Run 1, pin map:
The bar under the picture is 50 um long. Pins as bars across the die edge, other pins in gray.
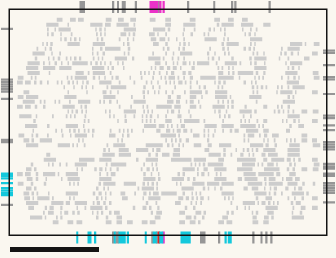
Run 1, logic cells by family:
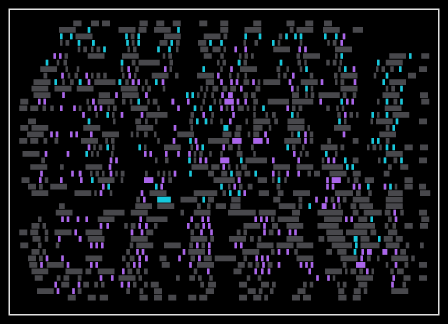
Run 1, layout detail:
The bar under the picture is 5 um long. Region (79, 79) to (99, 99) um. Cells in gray, sequential cells in the stronger gray; small squares are vias.
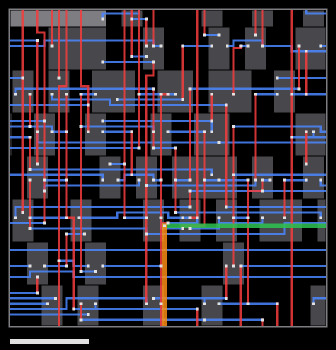
Run 1, clock wiring as the flow saved it:
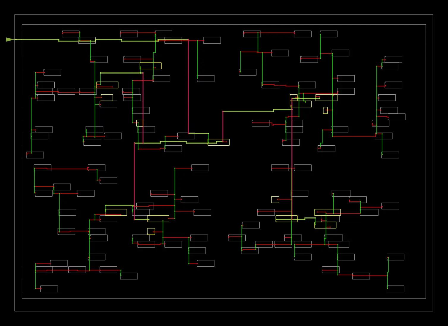
[config.mk]
export PLATFORM = sky130hd
export DESIGN_NAME = mem_word_master
export DESIGN_NICKNAME = d
export VERILOG_FILES = /design/src/rtl/mem_word_master.sv
export SDC_FILE = /design/constraint.sdc
export NUM_CORES = 1
export LEC_CHECK = 0
export ABC_AREA = 1
export CAP_MARGIN = 20
export CELL_PAD_IN_SITES_DETAIL_PLACEMENT = 1
export CELL_PAD_IN_SITES_GLOBAL_PLACEMENT = 2
export CORE_ASPECT_RATIO = 0.7
export CORE_MARGIN = 3
export CORE_UTILIZATION = 25
export DETAILED_ROUTE_END_ITERATION = 8
export PLACE_DENSITY_LB_ADDON = 0.1
export SLEW_MARGIN = 20
export SYNTH_ARGS = -nofsm -noshare
export SYNTH_HDL_FRONTEND = slang
export SYNTH_SLANG_ARGS = --single-unit
[constraint.sdc]
create_clock -name clk -period 2.05 [get_ports clk]
set_input_delay 0.5125 -clock clk [delete_from_list [all_inputs] [get_ports clk]]
set_output_delay 0.5125 -clock clk [all_outputs]
set_load 0.01 [all_outputs]
[src/rtl/mem_word_master.sv]
// Word-to-byte RAM initiator: turns one word request into WORD_BYTES
// sequential byte accesses. It assembles read bytes into a word, or splits a
// write word into bytes. Byte 0 sits at the lowest address.
module mem_word_master #(
  parameter int unsigned WIDTH         = 8,
  parameter int unsigned RAM_ADDR_BITS = 8,
  parameter int unsigned WORD_BYTES    = 4
) (
  input  logic                          clk,
  input  logic                          reset,
  input  logic                          req,
  input  logic                          we,
  input  logic [RAM_ADDR_BITS-1:0]      addr,
  input  logic [WIDTH*WORD_BYTES-1:0]   wdata,
  output logic                          busy,
  output logic                          done,
  output logic [WIDTH*WORD_BYTES-1:0]   rdata,
  output logic                          mem_en,
  output logic                          mem_write,
  output logic [RAM_ADDR_BITS-1:0]      mem_adr,
  output logic [WIDTH-1:0]              mem_wdata,
  input  logic [WIDTH-1:0]              mem_rdata
);

  localparam int unsigned WordW = WIDTH * WORD_BYTES;
  localparam int unsigned CntW  = $clog2(WORD_BYTES);

  typedef enum logic [1:0] {StIdle, StAccess, StDone} state_e;

  state_e                   state_q, state_d;
  logic [CntW-1:0]          cnt_q, cnt_d;
  logic                     we_q, we_d;
  logic [RAM_ADDR_BITS-1:0] addr_q, addr_d;
  logic [WordW-1:0]         wdata_q, wdata_d;
  logic [WordW-1:0]         shadow_q, shadow_d;
  logic [WordW-1:0]         rdata_q, rdata_d;

  // Next-state: accept a request in idle, step through the bytes, then pulse done.
  always_comb begin
    state_d  = state_q;
    cnt_d    = cnt_q;
    we_d     = we_q;
    addr_d   = addr_q;
    wdata_d  = wdata_q;
    shadow_d = shadow_q;
    rdata_d  = rdata_q;
    unique case (state_q)
      StIdle: begin
        if (req) begin
          we_d    = we;
          addr_d  = addr;
          wdata_d = wdata;
          cnt_d   = '0;
          state_d = StAccess;
        end
      end
      StAccess: begin
        // The RAM registered this byte on the negedge, so it is valid at this edge.
        if (!we_q) begin
          shadow_d[WIDTH*cnt_q +: WIDTH] = mem_rdata;
        end
        if (cnt_q == CntW'(WORD_BYTES - 1)) begin
          state_d = StDone;
          // Publish the word (including the byte just captured) as done rises.
          if (!we_q) begin
            rdata_d = shadow_d;
          end
        end else begin
          cnt_d = cnt_q + 1'b1;
        end
      end
      StDone: begin
        state_d = StIdle;
      end
      default: begin
        state_d = StIdle;
      end
    endcase
  end

  // State register with synchronous reset; reset abandons any partial transfer.
  always_ff @(posedge clk) begin
    if (reset) begin
      state_q  <= StIdle;
      cnt_q    <= '0;
      we_q     <= 1'b0;
      addr_q   <= '0;
      wdata_q  <= '0;
      shadow_q <= '0;
      rdata_q  <= '0;
    end else begin
      state_q  <= state_d;
      cnt_q    <= cnt_d;
      we_q     <= we_d;
      addr_q   <= addr_d;
      wdata_q  <= wdata_d;
      shadow_q <= shadow_d;
      rdata_q  <= rdata_d;
    end
  end

  // Outputs from registered state only. The address and data buses keep their
  // last values outside ACCESS because addr_q, cnt_q and wdata_q are held there.
  always_comb begin
    busy      = (state_q != StIdle);
    done      = (state_q == StDone);
    mem_en    = (state_q == StAccess);
    mem_write = (state_q == StAccess) && we_q;
    mem_adr   = addr_q + RAM_ADDR_BITS'(cnt_q);
    mem_wdata = wdata_q[WIDTH*cnt_q +: WIDTH];
    rdata     = rdata_q;
  end

endmodule

==> Implementation_results.wiki, run 1 <==
=== Physical design figures ===
{| class="wikitable"
! Metric !! Value
|-
| Non-clock buffer count in the final layout || around 150
|-
| Detailed-router iteration count before antenna repair || 4
|-
| Antenna violations before repair || 0
|-
| Register cell area after layout || 2190 um^2
|-
| Cell taking the most area after synthesis || dfxtp_1
|-
| Final setup violation count || 15
|-
| Design area || 7410 um^2
|-
| Die area || around 23,000 um^2
|-
| Antenna Cells || 0
|-
| DRC violation count after routing || 0
|-
| Ratio of routed vias to standard cells || 4.43
|-
| First-pass GRT wire length || 29,000 um
|-
| Crit end category || output pin
|-
| Cell total in the yosys stat output || between 800 and 900
|-
| Violations in the final reports || setup timing
|-
| Logic pwr share || 23.2%
|-
| Floorplan utilization || 25.8%
|-
| Total negative slack for setup checks || -1160 ps
|-
| Per-instance average area after synthesis || 6.47 um^2
|-
| Clock distribution power || 1.84 mW
|-
| Top fanout value on the critical path || 2
|-
| Via count of the first global-routing pass || 5,490
|-
| Post-DP Area || around 6700 um^2
|-
| Row count || 43
|-
| Total Routing Usage GR || 16.2%
|-
| Quantity of gates resized following cts || 98
|-
| Critical setup path kind || reg2out
|-
| Share of the cycle needed by the critical path after routing || 111%
|-
| Top cells by count || nor2_1, nand2_1, dfxtp_1
|-
| Dominant kind of cell by area || logic gates
|-
| Hold Fails Final Rpt || 0
|-
| Setup fix buffers added after clock tree synthesis || 7
|-
| Clock tree from TritonCTS || done
|-
| Max IR drop VDD || between 0.4 and 0.5 mV
|-
| Post-synthesis sequential element count || ~110
|-
| DPL Wire Length || 12,700 um
|-
| Run status || complete, but fails checks
|-
| Class of the tightest hold or removal check || reg2reg
|-
| Sequential cell fraction of total power || 43.1%
|-
| Logic area || roughly 2600 um^2
|-
| Filler cell count in the final layout || 2,520
|-
| Setup crit start kind || register
|-
| Portion of the layout cell area used by non-clock buffers || 20.8%
|-
| Multi-input combinational cell count || 556
|-
| Detailed Route Iter0 Violations || 171
|-
| Top cells by area in the synthesized netlist || dfxtp_1, nor2_1, nand2_1
|-
| Instance count after placement with tap cells included || 1,174
|-
| Share of Yosys cell area claimed by the top area cell type || 42.0%
|-
| Share of synthesized area occupied by flip-flops and latches || 42.0%
|-
| Number of well taps || around 270
|-
| Compound Share, Synth || 10.0%
|-
| Final setup margin || -223 ps
|-
| Basic Gates by Area || about a third
|-
| Clock share of power || 33.8%
|-
| Sequential group power || 2.35 mW
|-
| Data arrival, critical path || 1760 ps
|-
| Worst setup slack before clock tree synthesis || -404 ps
|-
| Worst clock skew || approximately 11 ps
|-
| Power Internal || 3.81 mW
|-
| Seq area share || 29.6%
|-
| Power drawn by the combinational cells || 1.27 mW
|-
| Most used flip-flop cell after synthesis || dfxtp_1
|-
| Fraction of synthesized cell area in xor and xnor cells || less than 1%
|}
Back to the opening pictures, 'pin map':
[wdata] cyan | pins: 32 | direction: input | edge: 24 bottom, 8 left
[reset] red | pins: 1 | direction: input | edge: bottom
[mem_rdata] magenta | pins: 8 | direction: input | edge: 7 top, 1 bottom
all pins by edge: 39 bottom, 25 right, 21 top, 19 left
die outline height: 127 um
overall die width: 178 um

Back to the opening pictures, 'logic cells by family':
[inverters] cyan | cells: 102 | most used: inv_1
[NOR gates] purple | cells: 225 | most used: nor2_1 | where: widely spread
most used logic cell in the final layout: nor2_1
final instance count without filler cells: 1,206
fraction of standard cell area in multi-input logic: 35.6%

Back to the opening pictures, 'layout detail':
[met4] orange
[met3] green
[met1] blue
[met2] red
cells with their middle in the window: 36
sequential cells in the window: 0
most frequent: nand2_1 (13), nor2_1 (12), buf_4 (4)

Back to the opening pictures, 'clock wiring as the flow saved it':
clk sinks: 109
flop count: 109
clk ins delay skew pair: 360 ps
cts bufs inserted: 9

-- run 1: flip-flops by register name, summed over array words and instances (netlist names) --
name / count
cnt_q: 2
we_q: 1
shadow_q: 32
addr_q: 8
rdata: 32
wdata_q: 32
state_q: 2
-- run 1: worst max-delay path, stage by stage, from the launching register on --
cell and delay [ps]:
dfxtp_2 360, ha_4 140, inv_2 30, fa_2 350, nor2_2 120, buf_4 120
xor2_1 130, buf_2 150
-- run 1: worst paths after layout --
check	to	cells past startpoint	startpoint
min	wdata_q[20]	2	wdata_q[20]
max reg2reg	rdata[30]	13	cnt_q[0]
min reg2reg	wdata_q[20]	2	wdata_q[20]
max	mem_adr[4]	7	cnt_q[0]
-- run 1: cell usage in the layout, fill, tap and decap left out, types with 5 or more instances in the layout --
cell type        count
clkdlybuf4s50_1     84
buf_12               6
buf_6                8
nand2_2              9
o21ai_1             10
buf_2               14
a21oi_1             24
inv_1               92
o21ai_0             57
nor2_1             214
nand3_1             58
nor2_4               7
ha_4                 5
clkbuf_16           12
buf_4               33
o22ai_1              8
nand2_1            141
dfxtp_1            104
inv_2                7
-- run 1: routing by layer --
layer	global-route usage (%)	wire, um	vias to the layer above
met5	0	0	-
met3	2.87	695	12
met4	3.62	167	0
met2	25.1	7760	82
li1	-	-	2728
met1	23.5	9650	2522
-- run 1: metrics by stage --
| stage | power (mW) | utilization (%) |
|---|---|---|
| 2_1_floorplan | 3.02 | - |
| 3_3_place_gp | 3.51 | 33.4 |
| 3_5_place_dp | 3.55 | 33.4 |
| 4_1_cts | 5.47 | 35.6 |
| 5_1_grt | 5.79 | 36.8 |
| 6_report | 5.46 | 36.8 |
==> run 2: changes to the inputs <==
--- a/config.mk
+++ b/config.mk
@@ -13,6 +13,7 @@
 export CORE_MARGIN = 3
 export CORE_UTILIZATION = 25
 export DETAILED_ROUTE_END_ITERATION = 8
+export GPL_TIMING_DRIVEN = 0
 export PLACE_DENSITY_LB_ADDON = 0.1
 export SLEW_MARGIN = 20
 export SYNTH_ARGS = -nofsm -noshare
==> run 2 against run 1 <==
Compared with the run above: the flow still finishes with violations (setup timing); fmax shrank 0.52%; clock-buffer cell count is the same; combinational power grew 7%; design area grew 2.2%; setup slack lost 12 ps; sequential cell count is the same; die size is the same; sequential share of layout area shrank 0.60 points; non-clock buffer count grew 11; area after synthesis is the same; via count grew 3.9%; critical path type unchanged; highest routed layer unchanged.
==> Implementation_results.wiki, run 2 <==
=== Physical design figures ===
{| class="wikitable"
! Metric !! Value
|-
| Run status || complete, but fails checks
|-
| Violations in the final reports || setup timing
|-
| Top cells by count || nor2_1, nand2_1, dfxtp_1
|-
| Final instance count without filler cells || 1,216
|-
| Wire length after detailed routing || slightly below 20,000 um
|-
| Floorplan utilization || 25.8%
|-
| Clk ins delay skew pair || 360 ps
|-
| Filler cell count in the final layout || 2,521
|-
| LEAKAGE || 3.42 nW
|-
| Share of the cycle needed by the critical path after routing || 111%
|-
| Antenna violations before repair || 0
|-
| Number of nets in the final layout || 1,003
|-
| Total Routing Usage GR || 17.1%
|-
| Via count of the first global-routing pass || 5,670
|-
| Class of the tightest hold or removal check || reg2reg
|-
| Design area || 7570 um^2
|-
| Post-DP Area || 6570 um^2
|-
| Setup repair after global routing missed its margin || yes
|-
| Max IR drop VDD || 0.386 mV
|-
| Detailed-router iteration count before antenna repair || 5
|-
| Fraction of the core area covered by cells at the end of the flow || approximately 38%
|-
| Most used logic cell in the final layout || nor2_1
|-
| Final critical path time including I/O delays and setup || 2280 ps
|-
| Reg clk slew, reported paths || 70 ps
|-
| Overall die width || between 150 and 200 um
|-
| Worst setup slack before clock tree synthesis || -827 ps
|-
| Worst Path Required || 1540 ps
|-
| Hold-fix buffers, CTS || 0
|-
| Share of synthesized area occupied by flip-flops and latches || 42.0%
|-
| Final setup margin || -234 ps
|-
| DPL Wire Length || 14,500 um
|-
| Worst clock skew || 10.1 ps
|-
| Overall power || 5.48 mW
|-
| Clk sinks || ~110
|-
| First-pass GRT wire length || 30,200 um
|-
| Most used flip-flop cell after synthesis || dfxtp_1
|-
| Post-synthesis sequential element count || about 110
|-
| Antenna Cells || 0
|-
| Clock tree from TritonCTS || done
|-
| Root Buffer Master || clkbuf_16
|-
| Clock tree buffer depth || 2
|-
| Ratio of routed vias to standard cells || 4.57
|-
| Slew at the pin closest to its max-slew limit || 662 ps
|-
| Total negative slack for setup checks || -1200 ps
|-
| Critical setup path kind || reg2out
|-
| Die outline height || 127 um
|-
| Per-instance average area after synthesis || 6.47 um^2
|-
| DRC violation count after routing || 0
|-
| Top library cells by usage in the layout, fill and taps aside || nor2_1, nand2_1, dfxtp_1, inv_1, clkdlybuf4s50_1
|-
| Cell total in the yosys stat output || 803
|-
| Cell taking the most area after synthesis || dfxtp_1
|-
| Top fanout value on the critical path || 2
|-
| Quantity of gates resized following cts || approximately 120
|-
| Detailed Route Iter0 Violations || between 200 and 300
|-
| Setup crit start kind || register
|-
| Cts bufs inserted || 9
|-
| Average routed wire per standard cell || 16.3 um
|-
| Data arrival, critical path || 1770 ps
|-
| Fraction of final layout cells sized beyond drive strength 1 || 17.8%
|-
| Largest net degree at the start of global routing || 20
|-
| Hold Fails Final Rpt || 0
|-
| Ratio of total power to cell area || 724 nW/um^2
|-
| Die area || 22,600 um^2
|-
| Setup fix buffers added after clock tree synthesis || 10
|-
| Floorplan Nets || approximately 860
|-
| Top cells by area in the synthesized netlist || dfxtp_1, nor2_1, nand2_1
|-
| Tool warnings || 33
|-
| Crit end category || output pin
|-
| Share of Yosys cell area claimed by the top area cell type || 42.0%
|-
| Flip-flops with a built-in enable || 0
|-
| Final setup violation count || 15
|-
| Row count || 43
|-
| Instance count after placement with tap cells included || between 1,000 and 1,500
|-
| Normalized max-slew margin || 55.9%
|-
| Max Slew Vio Count || 0
|-
| Number of warning messages in the yosys log || 0
|}
## run 2: where the power goes
part           switching, mW  total, mW  leakage [nW]  internal [mW]
Clock                  0.876       1.75         0.136          0.869
Combinational          0.786       1.36          2.39          0.578
Sequential             0.109       2.37         0.897           2.26
## run 2: metal layers
| layer | share of wire, % | global-route usage, % | vias up |
|---|---|---|---|
| li1 | - | - | 2752 |
| met5 | 0 | 0 | - |
| met3 | 3.4 | 3.23 | 14 |
| met2 | 44 | 26.7 | 93 |
| met4 | 0.89 | 3.25 | 0 |
| met1 | 52 | 24.8 | 2693 |
## run 2: final timing paths
| path | from | end | slack [ps] | cells after the start |
|---|---|---|---|---|
| setup / recovery | cnt_q[0] | mem_adr[6] | -230 | 7 |
| hold reg to reg | wdata_q[21] | wdata_q[21] | 490 | 2 |
| hold / removal | wdata_q[21] | wdata_q[21] | 490 | 2 |
| setup reg to reg | cnt_q[0] | rdata[15] | 20 | 13 |
## run 2: logic make-up after synthesis
group	synth area share (%)
adder cells (fa/ha/maj)	2.31
XOR/XNOR	0.843
buffers and inverters	10.6
flip-flops	42.0
AND-OR/OR-AND	10.0
AND/OR/NAND/NOR	34.2
## run 2: layout make-up
| type | count | area [um^2] | area share, % |
|---|---|---|---|
| Buffer | 35 | 245 | 3.24 |
| Clock buffer | 10 | 239 | 3.16 |
| Clock inverter | 5 | 42.5 | 0.562 |
| Inverter | 102 | 423 | 5.59 |
| Multi-Input combinational cell | 556 | 2840 | 37.5 |
| Sequential cell | 109 | 2190 | 29.0 |
| Tap cell | 270 | 338 | 4.46 |
| Timing Repair Buffer | 129 | 1250 | 16.5 |
## run 2: critical path, cell delays in order (launching register included)
cell,delay (ps)
dfxtp_4,370
ha_4,130
inv_2,40
fa_2,380
nor2_4,120
nand3_2,70
xnor2_1,140
buf_2,150
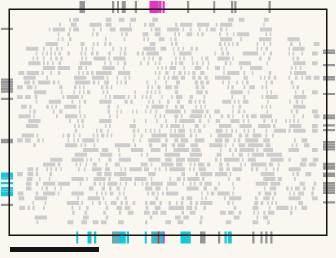
Run 2: pin map
The bar under the picture is 50 um long. Pins as bars across the die edge, other pins in gray.
[reset] red | pins: 1 | direction: input | edge: bottom
[wdata] cyan | pins: 32 | direction: input | edge: 24 bottom, 8 left
[mem_rdata] magenta | pins: 8 | direction: input | edge: 7 top, 1 bottom

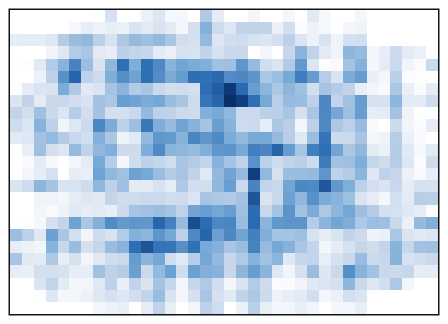
Run 2: wire density map
The die is cut into 36 by 25 equal tiles; white is low, dark blue is high, scaled to the fullest tile. Values are wire area over tile area, all layers added.
emptiest ninth of the die: top right
mean over tiles: 0.13
nearly empty tiles: 11%
tiles over half the peak: 15%

Power and IR drop assume default switching activity.
